==> images/layers.png <==
Scale: 6 px per um. Only two layers are drawn.
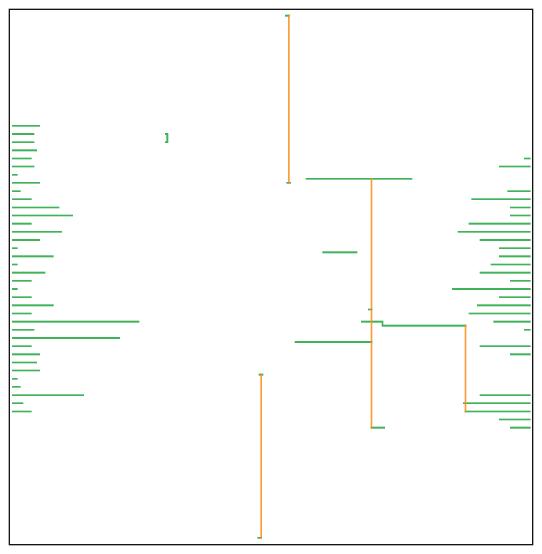
==> images/m1.png <==
Scale: 6 px per um. Supply wires on this layer in gray. Cells faint in the background.
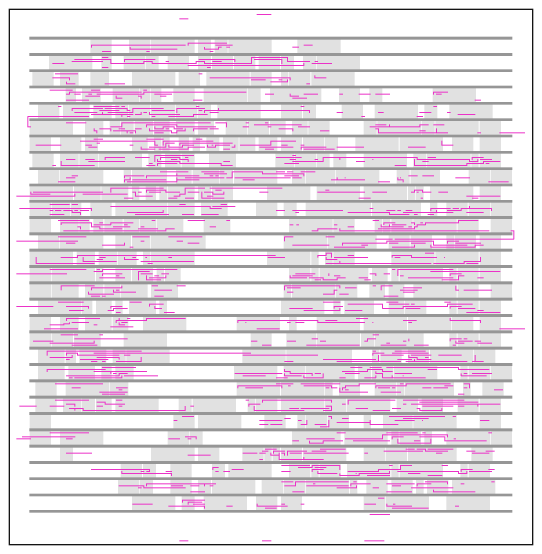
==> images/m3.png <==
Scale: 4 px per um. Cells faint in the background.
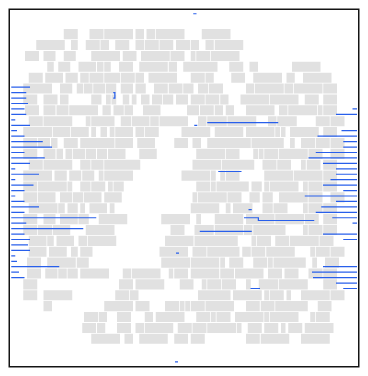
==> images/congestion_map.png <==
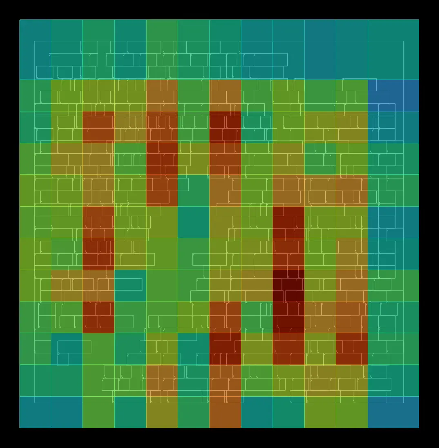
==> images/ff_map.png <==
Scale: 6 px per um.
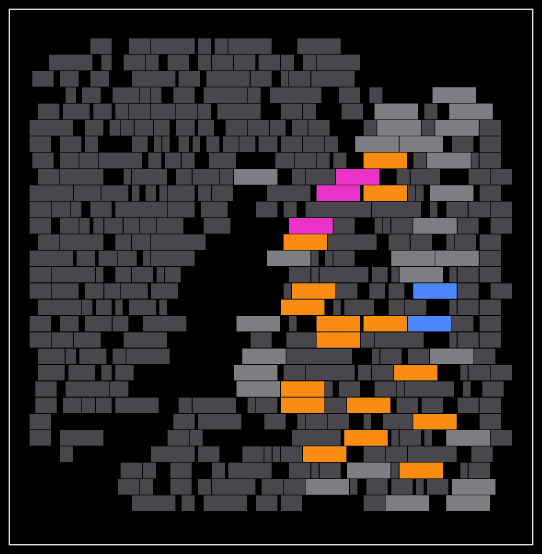
**config.mk**
```make
export PLATFORM = sky130hd
export DESIGN_NAME = vga_fb_arbiter_flat
export DESIGN_NICKNAME = d
export VERILOG_FILES = /design/src/rtl/vga_fb_arbiter_if.sv /design/src/rtl/vga_fb_arbiter.sv /design/src/flat_wrapper.sv
export SDC_FILE = /design/constraint.sdc
export NUM_CORES = 1
export LEC_CHECK = 0
export CORE_AREA = 3 3 84 86
export DETAILED_ROUTE_END_ITERATION = 8
export DIE_AREA = 0 0 87 89
export HOLD_SLACK_MARGIN = 0.12
export PLACE_DENSITY = 0.89
export SYNTH_ARGS = -nofsm -noshare
export SYNTH_HDL_FRONTEND = slang
export SYNTH_SLANG_ARGS = --single-unit
```
**constraint.sdc**
```tcl
create_clock -name clk -period 4.48 [get_ports clk]
set_input_delay 0.896 -clock clk [delete_from_list [all_inputs] [get_ports clk]]
set_output_delay 0.896 -clock clk [all_outputs]
set_load 0.1 [all_outputs]
```
**src/rtl/vga_fb_arbiter_if.sv**
```systemverilog
// -----------------------------------------------------------------------------
// vga_fb_arbiter_if
// Host-side request/acknowledge bus of the framebuffer arbiter.
//   req    : request, held with we/addr/wdata stable until ack
//   we     : 1 = write, 0 = read
//   addr   : framebuffer word address
//   wdata  : write data
//   ack    : one-cycle pulse, request accepted
//   rdata  : read data
//   rvalid : one-cycle pulse, rdata valid
// Modports: master = host, slave = arbiter.
// -----------------------------------------------------------------------------
interface vga_fb_arbiter_if #(
    parameter int AW = 12,
    parameter int DW = 16
);
    logic          req;
    logic          we;
    logic [AW-1:0] addr;
    logic [DW-1:0] wdata;
    logic          ack;
    logic [DW-1:0] rdata;
    logic          rvalid;

    modport master (output req, we, addr, wdata, input ack, rdata, rvalid);
    modport slave  (input req, we, addr, wdata, output ack, rdata, rvalid);
endinterface

```
**src/rtl/vga_fb_arbiter.sv**
```systemverilog
// -----------------------------------------------------------------------------
// vga_fb_arbiter
// Shares one single-port framebuffer RAM between VGA scanout and a host port.
// Every FETCH screen pixels of the active region the display reads one packed
// word and unpacks it into a pixel-index stream; all other cycles may serve
// the host, with a one-cycle turnaround after each host grant.
//
// Ports:
//   clk, rst            pixel clock, synchronous active-high reset
//   i_sx, i_sy, i_de    timing generator counters and active flag
//   i_hsync, i_vsync    active-low syncs from the timing generator
//   o_mem_*             RAM address/strobes/write data (combinational)
//   i_mem_rdata         RAM read data, valid the cycle after o_mem_re
//   host                host request bus (slave side)
//   o_pix               pixel colour index, 2 cycles after the inputs
//   o_pix_de/hsync/vsync  de/syncs delayed 2 cycles
// -----------------------------------------------------------------------------
module vga_fb_arbiter #(
    parameter int H_RES = 640,
    parameter int V_RES = 480,
    parameter int SCALE = 4,
    parameter int BPP   = 2,
    parameter int DW    = 16,
    parameter int AW    = 12
) (
    input  logic            clk,
    input  logic            rst,
    input  logic [9:0]      i_sx,
    input  logic [9:0]      i_sy,
    input  logic            i_de,
    input  logic            i_hsync,
    input  logic            i_vsync,
    output logic [AW-1:0]   o_mem_addr,
    output logic            o_mem_re,
    output logic            o_mem_we,
    output logic [DW-1:0]   o_mem_wdata,
    input  logic [DW-1:0]   i_mem_rdata,
    vga_fb_arbiter_if.slave host,
    output logic [BPP-1:0]  o_pix,
    output logic            o_pix_de,
    output logic            o_pix_hsync,
    output logic            o_pix_vsync
);
    localparam int PPW      = DW / BPP;
    localparam int FETCH    = SCALE * PPW;
    localparam int WPR      = H_RES / FETCH;
    localparam int SCALE_LG = $clog2(SCALE);
    localparam int FETCH_LG = $clog2(FETCH);
    localparam int PPW_LG   = $clog2(PPW);

    logic              w_disp_slot;
    logic              w_host_grant;
    logic [AW-1:0]     w_disp_addr;
    logic [DW-1:0]     w_src;
    logic [BPP-1:0]    w_pix;

    logic              r_ack;       // also the "granted last cycle" history
    logic              r_host_rd;
    logic              r_rvalid;
    logic [DW-1:0]     r_rdata;
    logic              r_disp_rd;
    logic [DW-1:0]     r_word;
    logic [PPW_LG-1:0] r_pix_idx;
    logic              r_de_d1;
    logic              r_hs_d1;
    logic              r_vs_d1;
    logic [BPP-1:0]    r_pix;
    logic              r_pix_de;
    logic              r_pix_hs;
    logic              r_pix_vs;

    // The line guard keeps display addresses inside the framebuffer even if
    // de were ever raised outside the visible lines.
    assign w_disp_slot  = i_de && (int'(i_sy) < V_RES) && (i_sx[FETCH_LG-1:0] == '0);
    assign w_host_grant = host.req && !w_disp_slot && !r_ack;
    assign w_disp_addr  = AW'(int'(i_sy >> SCALE_LG) * WPR + int'(i_sx >> FETCH_LG));

    // Pixel 0 of a group comes straight from the RAM in the cycle the word
    // arrives; the rest come from the held copy.
    assign w_src = r_disp_rd ? i_mem_rdata : r_word;
    assign w_pix = w_src[int'(r_pix_idx)*BPP +: BPP];

    always_comb begin
        // NOTE: every output gets a default first so no path can infer a latch.
        o_mem_addr  = '0;
        o_mem_re    = 1'b0;
        o_mem_we    = 1'b0;
        o_mem_wdata = '0;
        if (!rst) begin
            if (w_disp_slot) begin
                o_mem_addr = w_disp_addr;
                o_mem_re   = 1'b1;
            end else if (w_host_grant) begin
                o_mem_addr  = host.addr;
                o_mem_we    = host.we;
                o_mem_re    = !host.we;
                o_mem_wdata = host.wdata;
            end
        end
    end

    always_ff @(posedge clk) begin
        // NOTE: non-blocking assignments so every register samples pre-edge values.
        if (rst) begin
            // NOTE: the held word and pixel-index register are plain flops, so
            // clearing them is cheap and keeps post-reset output deterministic.
            r_ack     <= 1'b0;
            r_host_rd <= 1'b0;
            r_rvalid  <= 1'b0;
            r_rdata   <= '0;
            r_disp_rd <= 1'b0;
            r_word    <= '0;
            r_pix_idx <= '0;
            r_de_d1   <= 1'b0;
            r_hs_d1   <= 1'b1;
            r_vs_d1   <= 1'b1;
            r_pix     <= '0;
            r_pix_de  <= 1'b0;
            r_pix_hs  <= 1'b1;
            r_pix_vs  <= 1'b1;
        end else begin
            r_ack     <= w_host_grant;
            r_host_rd <= w_host_grant && !host.we;
            r_rvalid  <= r_host_rd;
            if (r_host_rd) begin
                r_rdata <= i_mem_rdata;
            end
            r_disp_rd <= w_disp_slot;
            if (r_disp_rd) begin
                r_word <= i_mem_rdata;
            end
            r_pix_idx <= i_sx[SCALE_LG +: PPW_LG];
            r_de_d1   <= i_de;
            r_hs_d1   <= i_hsync;
            r_vs_d1   <= i_vsync;
            r_pix     <= r_de_d1 ? w_pix : '0;
            r_pix_de  <= r_de_d1;
            r_pix_hs  <= r_hs_d1;
            r_pix_vs  <= r_vs_d1;
        end
    end

    assign host.ack    = r_ack;
    assign host.rdata  = r_rdata;
    assign host.rvalid = r_rvalid;
    assign o_pix       = r_pix;
    assign o_pix_de    = r_pix_de;
    assign o_pix_hsync = r_pix_hs;
    assign o_pix_vsync = r_pix_vs;
endmodule

```
**src/flat_wrapper.sv**
```systemverilog
// flat-port wrapper written by rule: the top's interface ports become plain ports
module vga_fb_arbiter_flat 
#(
    parameter int H_RES = 640,
    parameter int V_RES = 480,
    parameter int SCALE = 4,
    parameter int BPP   = 2,
    parameter int DW    = 16,
    parameter int AW    = 12
)
  (clk, rst, i_sx, i_sy, i_de, i_hsync, i_vsync, o_mem_addr, o_mem_re, o_mem_we, o_mem_wdata, i_mem_rdata, o_pix, o_pix_de, o_pix_hsync, o_pix_vsync, host_req, host_we, host_addr, host_wdata, host_ack, host_rdata, host_rvalid);
  vga_fb_arbiter_if #(.AW(AW), .DW(DW)) host_i ();
  input  logic clk;
  input  logic rst;
  input  logic [9:0] i_sx;
  input  logic [9:0] i_sy;
  input  logic i_de;
  input  logic i_hsync;
  input  logic i_vsync;
  output logic [AW-1:0] o_mem_addr;
  output logic o_mem_re;
  output logic o_mem_we;
  output logic [DW-1:0] o_mem_wdata;
  input  logic [DW-1:0] i_mem_rdata;
  output logic [BPP-1:0] o_pix;
  output logic o_pix_de;
  output logic o_pix_hsync;
  output logic o_pix_vsync;
  input wire logic [$bits(host_i.req)-1:0] host_req;
  input wire logic [$bits(host_i.we)-1:0] host_we;
  input wire logic [$bits(host_i.addr)-1:0] host_addr;
  input wire logic [$bits(host_i.wdata)-1:0] host_wdata;
  output wire logic [$bits(host_i.ack)-1:0] host_ack;
  output wire logic [$bits(host_i.rdata)-1:0] host_rdata;
  output wire logic [$bits(host_i.rvalid)-1:0] host_rvalid;
  assign host_i.req = host_req;
  assign host_i.we = host_we;
  assign host_i.addr = host_addr;
  assign host_i.wdata = host_wdata;
  assign host_ack = host_i.ack;
  assign host_rdata = host_i.rdata;
  assign host_rvalid = host_i.rvalid;
  vga_fb_arbiter #(.H_RES(H_RES), .V_RES(V_RES), .SCALE(SCALE), .BPP(BPP), .DW(DW), .AW(AW)) u_core (.clk(clk), .rst(rst), .i_sx(i_sx), .i_sy(i_sy), .i_de(i_de), .i_hsync(i_hsync), .i_vsync(i_vsync), .o_mem_addr(o_mem_addr), .o_mem_re(o_mem_re), .o_mem_we(o_mem_we), .o_mem_wdata(o_mem_wdata), .i_mem_rdata(i_mem_rdata), .host(host_i), .o_pix(o_pix), .o_pix_de(o_pix_de), .o_pix_hsync(o_pix_hsync), .o_pix_vsync(o_pix_vsync));
endmodule
```
==> results_slide.txt <==
Flow Results at a Glance

Run status
  – Status: finished clean

Synth
  – Yosys cell count: 267
  – Netlist cell types: approximately 48
  – Syn nets: 355
  – Netlist Area Pre-Place: roughly 2700 um^2
  – Flip-flops with a built-in enable: 0
  – Synth Area per Inst: 10.0 um^2
  – Seq/Total Area, Yosys: 0.352
  – Ys flops: 47
  – Most used flip-flop cell: dfxtp_1
  – Fraction of registers with async set/reset: 0
  – Post-Syn Instances: 267
  – Yosys warning tally: 0

Setup path
  – Crit end category: output port
  – CP max FO: 4
  – CP Launch Point: i_sy[7]
  – Worst endpoint required time: between 3 and 4 ns
  – Worst r2r dst: u_core.o_pix[0]$_SDFF_PP0_
  – Crit path kind: primary input to output port
  – WP data arrival: 3.44 ns
  – Reg2reg setup slack: 2.38 ns
  – FF-to-FF path depth: 4
  – RR Startpoint: u_core.r_disp_rd$_SDFF_PP0_

Finish
  – Fin nets: 475
  – # diodes: 0
  – Layout area overhead: 66.9%
  – Finished Cell Area: between 4000 and 5000 um^2
  – Share of layout cells above drive strength 1: 0.183

Timing
  – Worst-margin pin slew: 1.17 ns
  – Fmax achieved: 0.230 GHz
  – Final setup fails: 0
  – Setup TNS: 0 ns
  – RSZ-0062 raised after global routing: no
  – Max-slew violation count: 0
  – Fin crit share: 0.969
  – Fin worst setup slack: 0.140 ns
  – Clock Skews: ~0.012 ns
  – Slew margin rel.: 0.217

Power
  – Peak supply drop: 0.258 mV
  – Pleak: 0.00174 uW
  – Pwr dens: 271 nW/um^2

Floorplan
  – Die width: 87 um
  – Pre-Place Util: 0.420
  – Ports: about 120
  – Core area: 6350 um^2
  – FP Rows: 29
  – Chip area: 7740 um^2
  – Die height: around 89 um

Drt
  – Met3 WL: 402 um
  – WL met1: 2750 um
  – Number of detailed-route iterations in the first pass: 4
  – Residual DRC: 0
  – Starting DRT DRC Count: 67
  – Top sig layer: met4
  – Final ANT Viol Nets: 0
  – DR vias/cell: 5.15
  – Metal2 WL: 3760 um

Worst hold path
  – HP Class: flip-flop to flip-flop
  – Hold path start: u_core.r_hs_d1$_SDFF_PP1_
  – Worst min-delay path endpoint: u_core.o_pix_hsync$_SDFF_PP1_
  – Hold path depth: 1

Clocking
  – Total CTS buffers: 5
  – Root Buffer: clkbuf_8
  – H-tree levels: 2
  – CTS tree: built
  – Clock Tree Buf Depth: 2
  – Clock latency on the worst-skew pair: 0.30 ns
  – Clk pin slew, worst setup/hold paths: 0.08 ns
  – Postcts setup bufs: 0
  – Clk sinks: 47

Run
  – Tool Warnings: 30
  – Total of max-cap violations: 0

Global route
  – First-pass GRT wire length: 11,400 um
  – Largest net degree at the start of global routing: ~44
  – Total congestion overflow: 0
  – Initial antenna violation count: 0
  – Number of global-route vias before repair: 2,442

Placed design
  – Dpl hpwl: roughly 5700 um
  – DP Worst Slack: -0.197 ns
  – Placer's final routability congestion estimate: 0.778
  – Port-buffer cells: 121
  – DP Area: 4280 um^2
-- layers.png (at the start) --
| layer | color | wire length |
|---|---|---|
| M3 | green | 403 um |
| M4 | orange | 111 um |
Via Count: 2,395
WL final: 7020 um
Routed wire per std cell: 15.1 um

-- m1.png (at the start) --
share of all routed wire: 39%
main direction: horizontal
nets with wire on the layer: 401
wire length on this layer: 2,750 um
longest straight run: 33.0 um
met1 GRT Util: 0.209

-- m3.png (at the start) --
wire length on this layer: 403 um
main direction: horizontal
nets with wire on the layer: 68
share of all routed wire: 5.7%

-- congestion_map.png (at the start) --
Util after Layout: 0.702
M2 GR Usage: 0.349
global-route met3 utilization: 0.0359
Tot GR Track Use: 0.183
GRT Max-Usage Layer: met2

-- ff_map.png (at the start) --
| name in the netlist | color | flops |
|---|---|---|
| u_core.r_pix_idx | magenta | 3 |
| u_core.o_pix | blue | 2 |
| u_core.r_word | orange | 16 |
not colored: 26

## cell usage after synthesis, drive strengths merged, types with 7 or more instances
cell | n | share of area
mux4 | 8 | 0.067
a21oi | 11 | 0.021
nor2b | 9 | 0.021
nor2 | 37 | 0.052
buf | 10 | 0.024
dfxtp | 47 | 0.35
and2 | 17 | 0.040
clkbuf | 7 | 0.0098
mux2i | 34 | 0.13
ha | 15 | 0.070
## cell type report
cell class                 count  area [um^2]
multi-input combinational    197         1670
inverter                       6         22.5
clock inverter                 2         60.1
clock buffer                   6         72.6
tap                           77         96.3
timing repair buffer         130         1590
sequential                    47          941
fill                         437         1890
## what timing repair did
action                                  CTS  global route
resized                                   3             7
hold buffers                              0             0
cloned                                    0             0
endpoints found under the setup margin    3             4
hold endpoints to repair                  0             0
pin swaps                                 2             5
## cells by family (layout without fill, tap and decap cells)
kind of cell / count (synthesis) / in the layout / synth area share
buffers and inverters: 23 / 144 / 0.0422
AOI/OAI and AO/OA: 39 / 39 / 0.105
and+or+nand+nor: 91 / 91 / 0.194
adders and majority gates: 17 / 17 / 0.0853
muxes: 42 / 42 / 0.195
DFF: 47 / 47 / 0.352
xor gates and xnor gates: 8 / 8 / 0.0262
## worst max-delay path: stages
cell and delay, ns:
clkdlybuf4s50_1 0.55, ha_1 0.26, ha_1 0.35, and2b_1 0.21, o2111a_1 0.25, a211oi_1 0.31
nand4_1 0.15, a31oi_2 0.25, buf_12 0.20
## report_power, final
part	internal, uW	switching [uW]
Clock	223	130
Sequential	428	10.3
Combinational	179	239
Total	829	380
## through the flow
stage               total power, uW  cells  hold WS, ns
finish                         1210    465        0.414
global route                   1250    465        0.441
CTS                            1210    465        0.415
detailed placement              859    457        0.397
global placement                850    457        0.394
floorplan                       699    267        0.389
## routing by layer
layer | vias up | GRT usage
met5 | - | 0
met4 | 0 | 0.0439
met3 | 10 | 0.0359
met2 | 76 | 0.349
met1 | 1123 | 0.209
li1 | 1186 | -
## worst max path at each step
stage	endpoint	slack, ns	cells after the start
after floorplan	o_mem_addr[11]	-0.15	9
after global placement	o_mem_addr[11]	-0.12	11
after detailed placement	o_mem_addr[11]	-0.20	11
after CTS	o_mem_addr[11]	-0.06	11
after global routing	o_mem_addr[11]	0.02	9
final	o_mem_addr[11]	0.14	9
## cells in the final DEF, fill, tap and decap left out, types with 3 or more instances in the layout
master | netlist | layout
a211oi_1 | 5 | 5
a21oi_1 | 11 | 8
a21oi_2 | 0 | 3
a22o_1 | 6 | 6
and2_1 | 17 | 17
buf_12 | 0 | 30
buf_4 | 3 | 9
clkbuf_8 | 0 | 5
clkdlybuf4s50_1 | 0 | 86
dfxtp_1 | 47 | 47
dlymetal6s2s_1 | 0 | 5
ha_1 | 15 | 14
inv_1 | 6 | 6
mux2i_1 | 34 | 34
mux4_2 | 8 | 8
nand4_1 | 3 | 3
nor2_1 | 37 | 37
nor2b_1 | 9 | 9
nor3_1 | 3 | 3
or2_2 | 4 | 4
xnor2_1 | 4 | 3
xor2_1 | 4 | 4
No activity file was given, so power comes from the tool's default toggle rates.
